--- src/rtl/arashi_ctrl_encoder.sv ---
// Initiator-side ctrl word generator: per-direction id FIFOs feeding a registered 4-bit ctrl word.
// Define ARASHI_CTRL_ENC_EXCL_EN to make write and read mutually exclusive per word (round-robin).

module arashi_ctrl_fifo #(
  parameter int DEPTH = 4,
  parameter int CNT_W = $clog2(DEPTH+1)
) (
  input  logic             clk,
  input  logic             rst_n,
  input  logic             i_valid,
  input  logic             i_id,
  input  logic             i_pop,
  output logic             o_ready,
  output logic             o_head,
  output logic [CNT_W-1:0] o_cnt
);
  localparam int PTR_W = $clog2(DEPTH);

  logic [DEPTH-1:0] r_mem;
  logic [PTR_W-1:0] r_wptr, r_rptr;
  logic [CNT_W-1:0] r_cnt;
  logic             w_push;

  // Ready depends on the registered count only, so a same-cycle pop never frees a slot early
  assign o_ready = (r_cnt != CNT_W'(DEPTH));
  assign w_push  = i_valid && o_ready;
  assign o_head  = r_mem[r_rptr];
  assign o_cnt   = r_cnt;

  always_ff @(posedge clk or negedge rst_n) begin
    if (!rst_n) begin
      r_mem  <= '0;
      r_wptr <= '0;
      r_rptr <= '0;
      r_cnt  <= '0;
    end else begin
      if (w_push) begin
        r_mem[r_wptr] <= i_id;
        r_wptr        <= r_wptr + PTR_W'(1);
      end
      if (i_pop) r_rptr <= r_rptr + PTR_W'(1);
      case ({w_push, i_pop})
        2'b10:   r_cnt <= r_cnt + CNT_W'(1);
        2'b01:   r_cnt <= r_cnt - CNT_W'(1);
        default: r_cnt <= r_cnt;
      endcase
    end
  end
endmodule

module arashi_ctrl_encoder #(
  parameter int DEPTH = 4,
  parameter int CNT_W = $clog2(DEPTH+1)
) (
  input  logic             clk,
  input  logic             rst_n,
  input  logic             wr_req_valid,
  input  logic             wr_req_id,
  output logic             wr_req_ready,
  input  logic             rd_req_valid,
  input  logic             rd_req_id,
  output logic             rd_req_ready,
  input  logic             ctrl_stall,
  output logic [3:0]       ctrl,
  output logic [CNT_W-1:0] wr_cnt,
  output logic [CNT_W-1:0] rd_cnt
);
  logic       w_wr_head, w_rd_head;
  logic       w_wr_ne, w_rd_ne;
  logic       w_wr_pop, w_rd_pop;
  logic [3:0] r_ctrl;

  arashi_ctrl_fifo #(.DEPTH(DEPTH), .CNT_W(CNT_W)) u_wr_q (
    .clk(clk), .rst_n(rst_n), .i_valid(wr_req_valid), .i_id(wr_req_id), .i_pop(w_wr_pop),
    .o_ready(wr_req_ready), .o_head(w_wr_head), .o_cnt(wr_cnt)
  );

  arashi_ctrl_fifo #(.DEPTH(DEPTH), .CNT_W(CNT_W)) u_rd_q (
    .clk(clk), .rst_n(rst_n), .i_valid(rd_req_valid), .i_id(rd_req_id), .i_pop(w_rd_pop),
    .o_ready(rd_req_ready), .o_head(w_rd_head), .o_cnt(rd_cnt)
  );

  assign w_wr_ne = (wr_cnt != '0);
  assign w_rd_ne = (rd_cnt != '0);

`ifdef ARASHI_CTRL_ENC_EXCL_EN
  logic r_prio_wr;
  logic w_both;

  // Contention only when both sides have work; a lone side issues without moving priority
  assign w_both   = w_wr_ne && w_rd_ne;
  assign w_wr_pop = !ctrl_stall && w_wr_ne && (!w_both || r_prio_wr);
  assign w_rd_pop = !ctrl_stall && w_rd_ne && (!w_both || !r_prio_wr);

  always_ff @(posedge clk or negedge rst_n) begin
    if (!rst_n)                   r_prio_wr <= 1'b1;
    else if (w_both && !ctrl_stall) r_prio_wr <= !r_prio_wr;
  end
`else
  assign w_wr_pop = !ctrl_stall && w_wr_ne;
  assign w_rd_pop = !ctrl_stall && w_rd_ne;
`endif

  // Under stall the word is held so the downstream consumes it once stall drops
  always_ff @(posedge clk or negedge rst_n) begin
    if (!rst_n)           r_ctrl <= 4'b0000;
    else if (!ctrl_stall) r_ctrl <= {w_wr_pop & w_wr_head, w_rd_pop & w_rd_head, w_wr_pop, w_rd_pop};
  end

  assign ctrl = r_ctrl;
endmodule
--- config.mk ---
export PLATFORM = sky130hd
export DESIGN_NAME = arashi_ctrl_encoder
export DESIGN_NICKNAME = d
export VERILOG_FILES = /design/src/rtl/arashi_ctrl_encoder.sv
export SDC_FILE = /design/constraint.sdc
export NUM_CORES = 1
export LEC_CHECK = 0
export ABC_CLOCK_PERIOD_IN_PS = 1910
export CORE_MARGIN = 2
export CORE_UTILIZATION = 40
export DETAILED_ROUTE_END_ITERATION = 10
export MAX_ROUTING_LAYER = met4
export PLACE_DENSITY = 0.62
export SYNTH_ARGS = -nofsm -noshare
export SYNTH_HDL_FRONTEND = slang
export SYNTH_SLANG_ARGS = --single-unit
--- constraint.sdc ---
create_clock -name clk -period 1.91 [get_ports clk]
set_input_delay 0.191 -clock clk [delete_from_list [all_inputs] [get_ports clk]]
set_output_delay 0.191 -clock clk [all_outputs]
set_load 0.005 [all_outputs]
Fig. 1: placement by cell class
Drawn at 6 px/um.
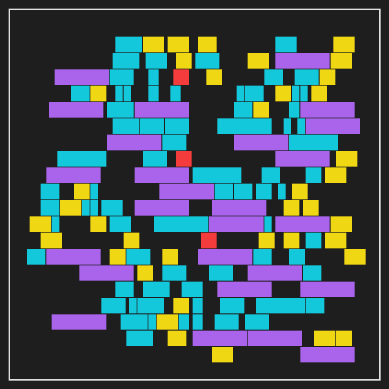
- cyan: all other logic (cells 73; share of their area 41%)
- purple: flip-flops (cells 26; share of their area 38%)
- yellow: other buffers and delay cells (cells 38; share of their area 19%)
- red: cells driving clock nets (cells 3; share of their area 1.3%)

Fig. 2: sizing map
Drawn at 6 px/um.
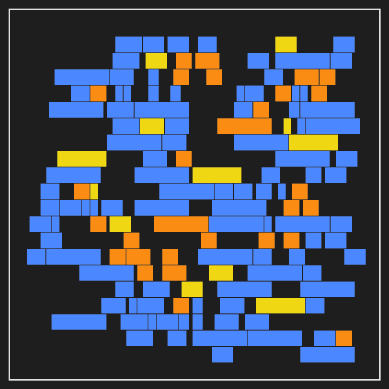
- orange: drive 3 to 4 (cells 29; share 21%)
- blue: drive 1 or less (cells 99; share 71%)
- yellow: drive 2 (cells 12; share 8.6%)

Fig. 3: metal 1
Drawn at 8 px/um.
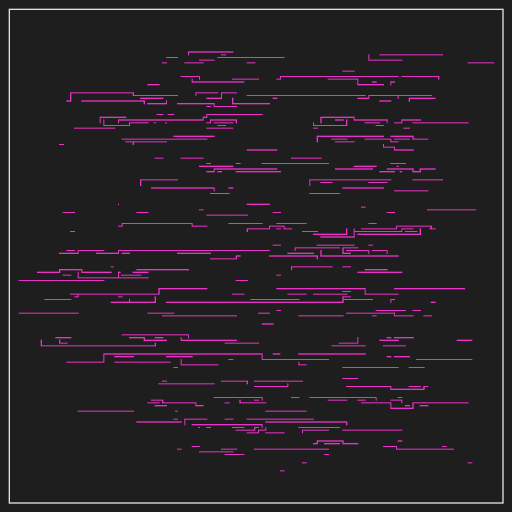
- longest straight run: 22.1 um
- nets with wire on the layer: 140
- share of all routed wire: 51%

==> results.cfg <==
; generated from flow reports
[synth]
ys.flops = 26
xor_share_pct = 7.94
synthTopLogicFamily = multiplexers

[sta]
period_minus_slack_ns = 1.87
fmax_mhz = 535
finalClockSkew_ns = 0.000737

[power_and_ir_drop]
seq_power_share_pct = 38.3
totalPowerFinal_mw = 2.65
intPower_mw = 1.75

[finish]
fin_util_pct = 56.3
drive_above_1_share_pct = 29.3
comb_area_um2 = 654
nNonClkInverters = 10
comb_area_share_pct = 37.4

[cts]
cts-buffers-inserted = 3
clock_sinks = 26
clk_root_buffer_cell = clkbuf_4

[global_routing]
grt_pass1_wl_um = 3740
grt_pass1_vias = 852
grt_overflow = 0

[place]
io_buffers = 18
gp_congestion = 0.763

[run_status]
status = finished, final reports clean

[worst_setup_path]
reg2reg_slack_ns = 0.04
cp_cell_sequence = or3b_4 > nand2_4 > ha_4 > inv_2 > fa_2 > xor2_1 > nor2_1 > xor2_1
regToRegStartpoint = u_rd_q.o_cnt[0]
cp_data_arrival_time_ns = 2.12
crit_family = simple AND/OR/NAND/NOR gates

[die]
fp_util_pct = 42.7
io_pins = 19

[job]
tool_warnings = 34
metrics by stage:
| stage | instances | setup TNS [ns] | area (um^2) |
|---|---|---|---|
| 2_1_floorplan | 102 | -0.139 | 1350 |
| 5_1_grt | 184 | -0.173 | 1750 |
| 3_5_place_dp | 181 | -0.126 | 1710 |
| 3_3_place_gp | 181 | -0.0675 | 1710 |
| 6_report | 184 | 0 | 1750 |
| 4_1_cts | 184 | 0 | 1740 |
per-layer routing:
| layer | GRT usage [%] | wire, um | share of wire (%) |
|---|---|---|---|
| met4 | 5.47 | 12 | 0.55 |
| met5 | - | 0 | 0 |
| met1 | 19.7 | 1100 | 51 |
| met3 | 2.52 | 74 | 3.4 |
| met2 | 19.8 | 979 | 45 |
synthesized netlist by cell type:
library cell / number / area share, %
dfrtp_1: 26 / 49
ha_1: 10 / 9.5
inv_1: 10 / 2.8
mux2_1: 8 / 6.8
xor2_1: 8 / 5.3
nand3_1: 6 / 2.3
nor2_1: 4 / 1.1
xnor2_1: 4 / 2.6
a21o_1: 2 / 1.1
a22o_1: 2 / 1.3
buf_6: 2 / 1.7
fa_1: 2 / 3.0
mux2_2: 2 / 1.7
mux4_2: 2 / 3.4
nand2_4: 2 / 1.7
nand3_2: 2 / 1.5
nor3_1: 2 / 0.76
nor3b_1: 2 / 1.1
or3b_1: 2 / 1.3
clkbuf_1: 1 / 0.28
mux2i_1: 1 / 0.76
nand2_1: 1 / 0.28
o21ai_0: 1 / 0.38
power groups by stage:
stage	combinational (mW)	clock (mW)	sequential, mW
3_3_place_gp	1.35	0	1.02
4_1_cts	1.42	0.244	1.02
2_1_floorplan	0.803	0	1.04
5_1_grt	1.58	0.267	1.06
6_report	1.40	0.230	1.01
3_5_place_dp	1.40	0	1.03
Power is estimated from default activity; no workload was simulated.
